**config.mk**
```make
export PLATFORM = sky130hd
export DESIGN_NAME = scratch_pad_read_buffer
export DESIGN_NICKNAME = d
export VERILOG_FILES = /design/src/rtl/scratch_pad_read_buffer.sv
export SDC_FILE = /design/constraint.sdc
export NUM_CORES = 1
export LEC_CHECK = 0
export CAP_MARGIN = 20
export CORE_ASPECT_RATIO = 1.1
export CORE_UTILIZATION = 55
export DETAILED_ROUTE_END_ITERATION = 6
export GPL_ROUTABILITY_DRIVEN = 0
export PLACE_DENSITY = 0.72
export SETUP_SLACK_MARGIN = 0.02
export SLEW_MARGIN = 10
export SYNTH_ARGS = -nofsm -noshare
export SYNTH_HDL_FRONTEND = slang
export SYNTH_SLANG_ARGS = --single-unit
```
**constraint.sdc**
```tcl
create_clock -name clk -period 7.4 [get_ports clk]
set_clock_uncertainty 0.1 [all_clocks]
set_input_delay 0.74 -clock clk [delete_from_list [all_inputs] [get_ports clk]]
set_output_delay 0.74 -clock clk [all_outputs]
set_load 0.03 [all_outputs]
```
**src/rtl/scratch_pad_read_buffer.sv**
```systemverilog
// Read-return buffer for one scratch pad port.
// Every (in_valid, in_q) beat from the scratch pad is stored in a small
// circular FIFO and handed to the consumer over a valid/ready handshake.
// The stall output is raised early enough that beats still in flight in
// the scratch pad pipeline always find room in the buffer.

module scratch_pad_read_buffer #(
   parameter int WIDTH = 64,
   parameter int DEPTH = 8,
   parameter int SLACK = 4,
   localparam int CNT_WIDTH = $clog2(DEPTH) + 1
) (
   input  logic                 clk,
   input  logic                 rst,
   input  logic                 in_valid,
   input  logic [WIDTH-1:0]     in_q,
   output logic                 stall,
   output logic                 out_valid,
   output logic [WIDTH-1:0]     out_data,
   input  logic                 out_ready,
   output logic [CNT_WIDTH-1:0] count,
   output logic                 overflow
);

   localparam int PTR_WIDTH = $clog2(DEPTH);

   // Stall must fire while at least SLACK entries are still free, so the
   // threshold is the occupancy at which exactly SLACK slots remain.
   localparam logic [CNT_WIDTH-1:0] FULL_COUNT   = CNT_WIDTH'(DEPTH);
   localparam logic [CNT_WIDTH-1:0] STALL_THRESH = CNT_WIDTH'(DEPTH - SLACK);

   // Reject parameter sets that cannot protect in-flight beats or that
   // break the natural pointer wrap.
   if (DEPTH < SLACK + 1) begin : gen_bad_depth
      $error("scratch_pad_read_buffer: DEPTH must be at least SLACK+1");
   end
   if ((DEPTH & (DEPTH - 1)) != 0) begin : gen_bad_pow2
      $error("scratch_pad_read_buffer: DEPTH must be a power of two");
   end

   logic [WIDTH-1:0]     mem_q [DEPTH];
   logic [PTR_WIDTH-1:0] wrPtr_q, wrPtr_d;
   logic [PTR_WIDTH-1:0] rdPtr_q, rdPtr_d;
   logic [CNT_WIDTH-1:0] count_q, count_d;
   logic                 stall_q, stall_d;
   logic                 overflow_q, overflow_d;

   logic isEmpty;
   logic isFull;
   logic push;
   logic pop;
   logic dropBeat;

   // Handshake qualifiers: a pop frees a slot in the same cycle, so a beat
   // arriving at full is still accepted when the consumer takes the head.
   always_comb begin
      isEmpty  = (count_q == '0);
      isFull   = (count_q == FULL_COUNT);
      pop      = !isEmpty && out_ready;
      push     = in_valid && (!isFull || pop);
      dropBeat = in_valid && isFull && !pop;
   end

   // Next-state for pointers, occupancy, stall and the sticky overflow flag.
   always_comb begin
      wrPtr_d    = wrPtr_q;
      rdPtr_d    = rdPtr_q;
      count_d    = count_q;
      overflow_d = overflow_q;

      if (push) begin
         wrPtr_d = wrPtr_q + PTR_WIDTH'(1);
      end
      if (pop) begin
         rdPtr_d = rdPtr_q + PTR_WIDTH'(1);
      end

      case ({push, pop})
         2'b10:   count_d = count_q + CNT_WIDTH'(1);
         2'b01:   count_d = count_q - CNT_WIDTH'(1);
         default: count_d = count_q;
      endcase

      if (dropBeat) begin
         overflow_d = 1'b1;
      end

      stall_d = (count_d >= STALL_THRESH);
   end

   // Control state; reset discards everything held in the buffer.
   always_ff @(posedge clk or negedge rst) begin
      if (!rst) begin
         wrPtr_q    <= '0;
         rdPtr_q    <= '0;
         count_q    <= '0;
         stall_q    <= 1'b0;
         overflow_q <= 1'b0;
      end else begin
         wrPtr_q    <= wrPtr_d;
         rdPtr_q    <= rdPtr_d;
         count_q    <= count_d;
         stall_q    <= stall_d;
         overflow_q <= overflow_d;
      end
   end

   // Storage array; contents are only meaningful below count, so no reset.
   always_ff @(posedge clk) begin
      if (push) begin
         mem_q[wrPtr_q] <= in_q;
      end
   end

   // Outputs come straight from registers, keeping in_q off any
   // combinational path to the consumer.
   always_comb begin
      out_valid = !isEmpty;
      out_data  = mem_q[rdPtr_q];
      count     = count_q;
      stall     = stall_q;
      overflow  = overflow_q;
   end

endmodule

```
==> qor.csv <==
metric,value,unit
run status,"complete, no violations",
drt wl/cell,24.3,um
max-cap violations,0,
H-tree levels,2,
global routing usage on met2,33.2,%
Vias,8661,
R2R cell count,5,
final slew viol count,0,
Synth flops,524,
Fin. Hold Viols,0,
layout cells sized above 1,29.4,%
Pre-antenna DRT Iters,4,
Sum Neg Setup Slack,0,ns
"Remaining Overflow, GRT",0,
fin crit share,64.1,%
met3 usage,4.65,%
leak pwr,7.44,nW
Critical Path AT,3.90,ns
Yosys top cell area share,77.2,%
met1 usage,29.0,%
Critical Path Start Type,flip-flop,
"Req. time, crit path",6.56,ns
flop-to-flop setup slack,3.93,ns
gr usage total,20.5,%
clk buf depth,3,
Synth Area per Inst,24.6,um^2
Ys Warns,0,
Async SR Flop Fraction,2.29,%
Layout area overhead,18.0,%
Rows,72,
Top non-seq family,multiplexers,
"CTS clk-pin slew, worst paths",0.06,ns
CTS Buf Count,50,
"top cells, area","edfxtp_1, mux4_2, mux2_2",
DR iter-0 viols,554,
RR Endpoint,mem_q[4][36],
Chip Area,37000,um^2
post-cts sizing count,0,
Crit. End Element,output pin,
fin crit period,4.74,ns
Mux area share,18.4,%
WHS Endpoint,overflow,
initial antenna violation count,3,
vias in the first global route,9484,
"top cells by count, synth","edfxtp_1, mux4_2, mux2_2, clkbuf_1, dfrtp_1",
# fillers,2298,
Hold Worst Slack,0.431,ns
FP Util,56.3,%
synthesized instance count,809,
Post-CTS Setup Bufs,0,
Post-Synth AOI/OAI Area,0.452,%
Post-Synthesis Cell Area,19900,um^2
Synth Seq Share,78.7,%
P per Cell Area,422,nW/um^2
largest net degree at the start of global routing,119,
Nets,1044,
cell type with the largest total area,edfxtp_1,
io pins,139,
"Distinct cells, synth",36,
Root Buffer,clkbuf_16,
synthesis area per yosys,19900,um^2
critical path peak fanout,68,
Crit Path Category,reg -> out,
final WL,36300,um
Tool Warnings,29,
most frequent cell after synthesis,edfxtp_1,
RR Startpoint,count[2],
Rel. slew slack,30.8,%
Adder Area Share,0.188,%
final setup fails,0,
number of enable flip-flop cells,512,
Port Buf Inserts,138,
final worst slack,2.66,ns
post-DR vias/cell,5.79,
most frequent cells in the layout,"edfxtp_1, clkdlybuf4s50_1, mux4_2, mux2_2, clkbuf_16",
CTS tree,built,
Hold/Removal Path Class,reg -> reg,
drt drc,0,
syn_nets,880,
unrepaired setup endpoints after global routing,no,
global-route wire length before repair,56300,um
==> through the flow <==
step / cells / total power [W] / instance area (um^2)
6_report: 1495 / 0.00992 / 23500
3_3_place_gp: 1402 / 0.00744 / 21800
4_1_cts: 1493 / 0.0100 / 23500
5_1_grt: 1493 / 0.0103 / 23500
3_5_place_dp: 1402 / 0.00748 / 21800
2_1_floorplan: 809 / 0.00636 / 19900
==> state kept, by name (all words and copies together) (netlist names), named ones only <==
signal / flops
wrPtr_q: 3
mem_q: 512
count: 3
rdPtr_q: 3
overflow: 1
stall: 1
==> how the worst max path moves through the flow <==
stage,start,endpoint,slack (ns),cells past startpoint
2_1_floorplan,in_valid,mem_q[0][0],0.95,5
3_3_place_gp,out_ready,mem_q[4][27],3.12,6
3_5_place_dp,out_ready,mem_q[4][27],3.07,6
4_1_cts,rdPtr_q[1],out_data[58],2.56,4
5_1_grt,rdPtr_q[1],out_data[3],2.47,4
6_report,rdPtr_q[1],out_data[33],2.66,4
==> area by class of cell <==
cell class | instances | area (um^2) | area share, %
sequential | 524 | 15700 | 66.7
multi-input combinational | 243 | 4060 | 17.2
timing repair buffer | 151 | 1490 | 6.34
clock buffer | 57 | 1300 | 5.52
tap | 481 | 602 | 2.56
clock inverter | 34 | 368 | 1.56
inverter | 3 | 11.3 | 0.0479
antenna | 2 | 5.00 | 0.0213
==> routing by layer <==
metal,wire length [um],share of wire (%)
met5,41,0.11
met4,494,1.4
met3,2310,6.4
met2,17900,49
met1,15600,43
==> power breakdown <==
part	leakage (nW)	internal, W	switching [W]
logic	1.85	0.00161	0.00179
clock network	0.798	0.00151	0.00105
registers	4.79	0.00374	0.000233
==> worst max-delay path, stage by stage, from the launching register on <==
cell,delay (ns)
dfrtp_4,1.05
buf_4,0.90
mux4_2,0.42
mux2_2,0.28
clkdlybuf4s50_1,0.63
### PDN straps and rails

Pins as bars on the die edge.
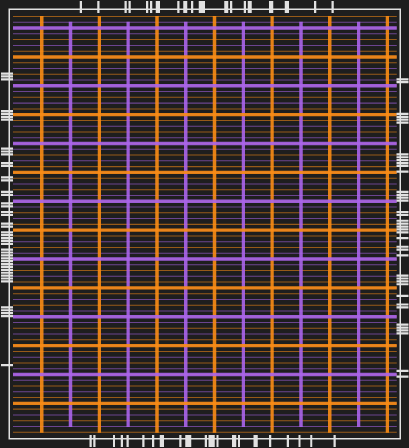
- VDD: purple
- VSS: orange
- met5 straps: 14
- met4 straps: 13
- rows: 72
- signal pins: 139
Core Box Area: 35400 um^2
Die W: 183 um
Die Ht: 202 um
VDD IR max: 393 uV

### The clock network

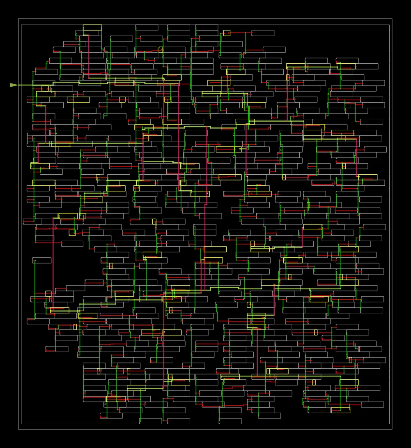
clock sinks: 524
P_clk: 0.00256 W
Clock buffer cells: 57
flop count: 524

### Gate families picked out

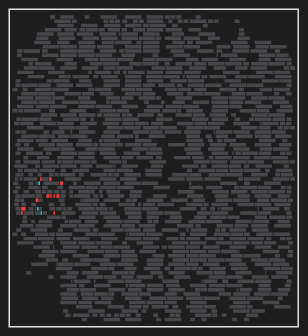
- NAND gates: red (cells 11; most used nand2_1; where left middle)
- inverters: cyan (cells 3; most used inv_1)
most used logic cell in the final layout: edfxtp_1
Comb/total area: 17.2%
Post-Layout Cell Count: 1495

### Where the registers sit

Other sequential cells in the stronger grey, the rest of the logic in the fainter grey.
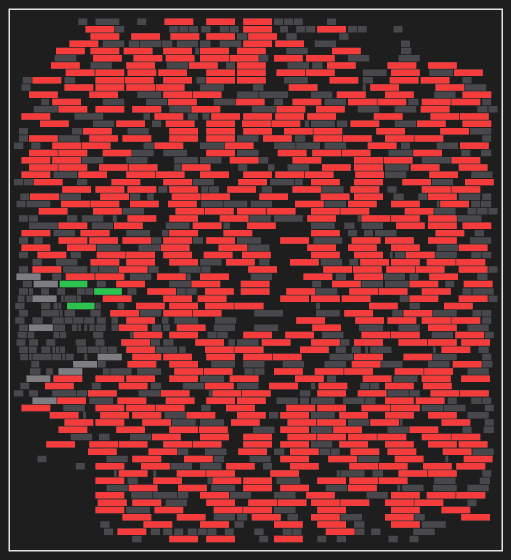
- mem_q: red (flops 512; where spread over the die)
- rdPtr_q: green (flops 3)
- not coloured: 9
Sequential Area: 15700 um^2
end-of-flow core utilization: 66.4%
sequential share of cell area: 66.7%
Seq. pwr: 0.00397 W

Power is estimated from default activity; no workload was simulated.
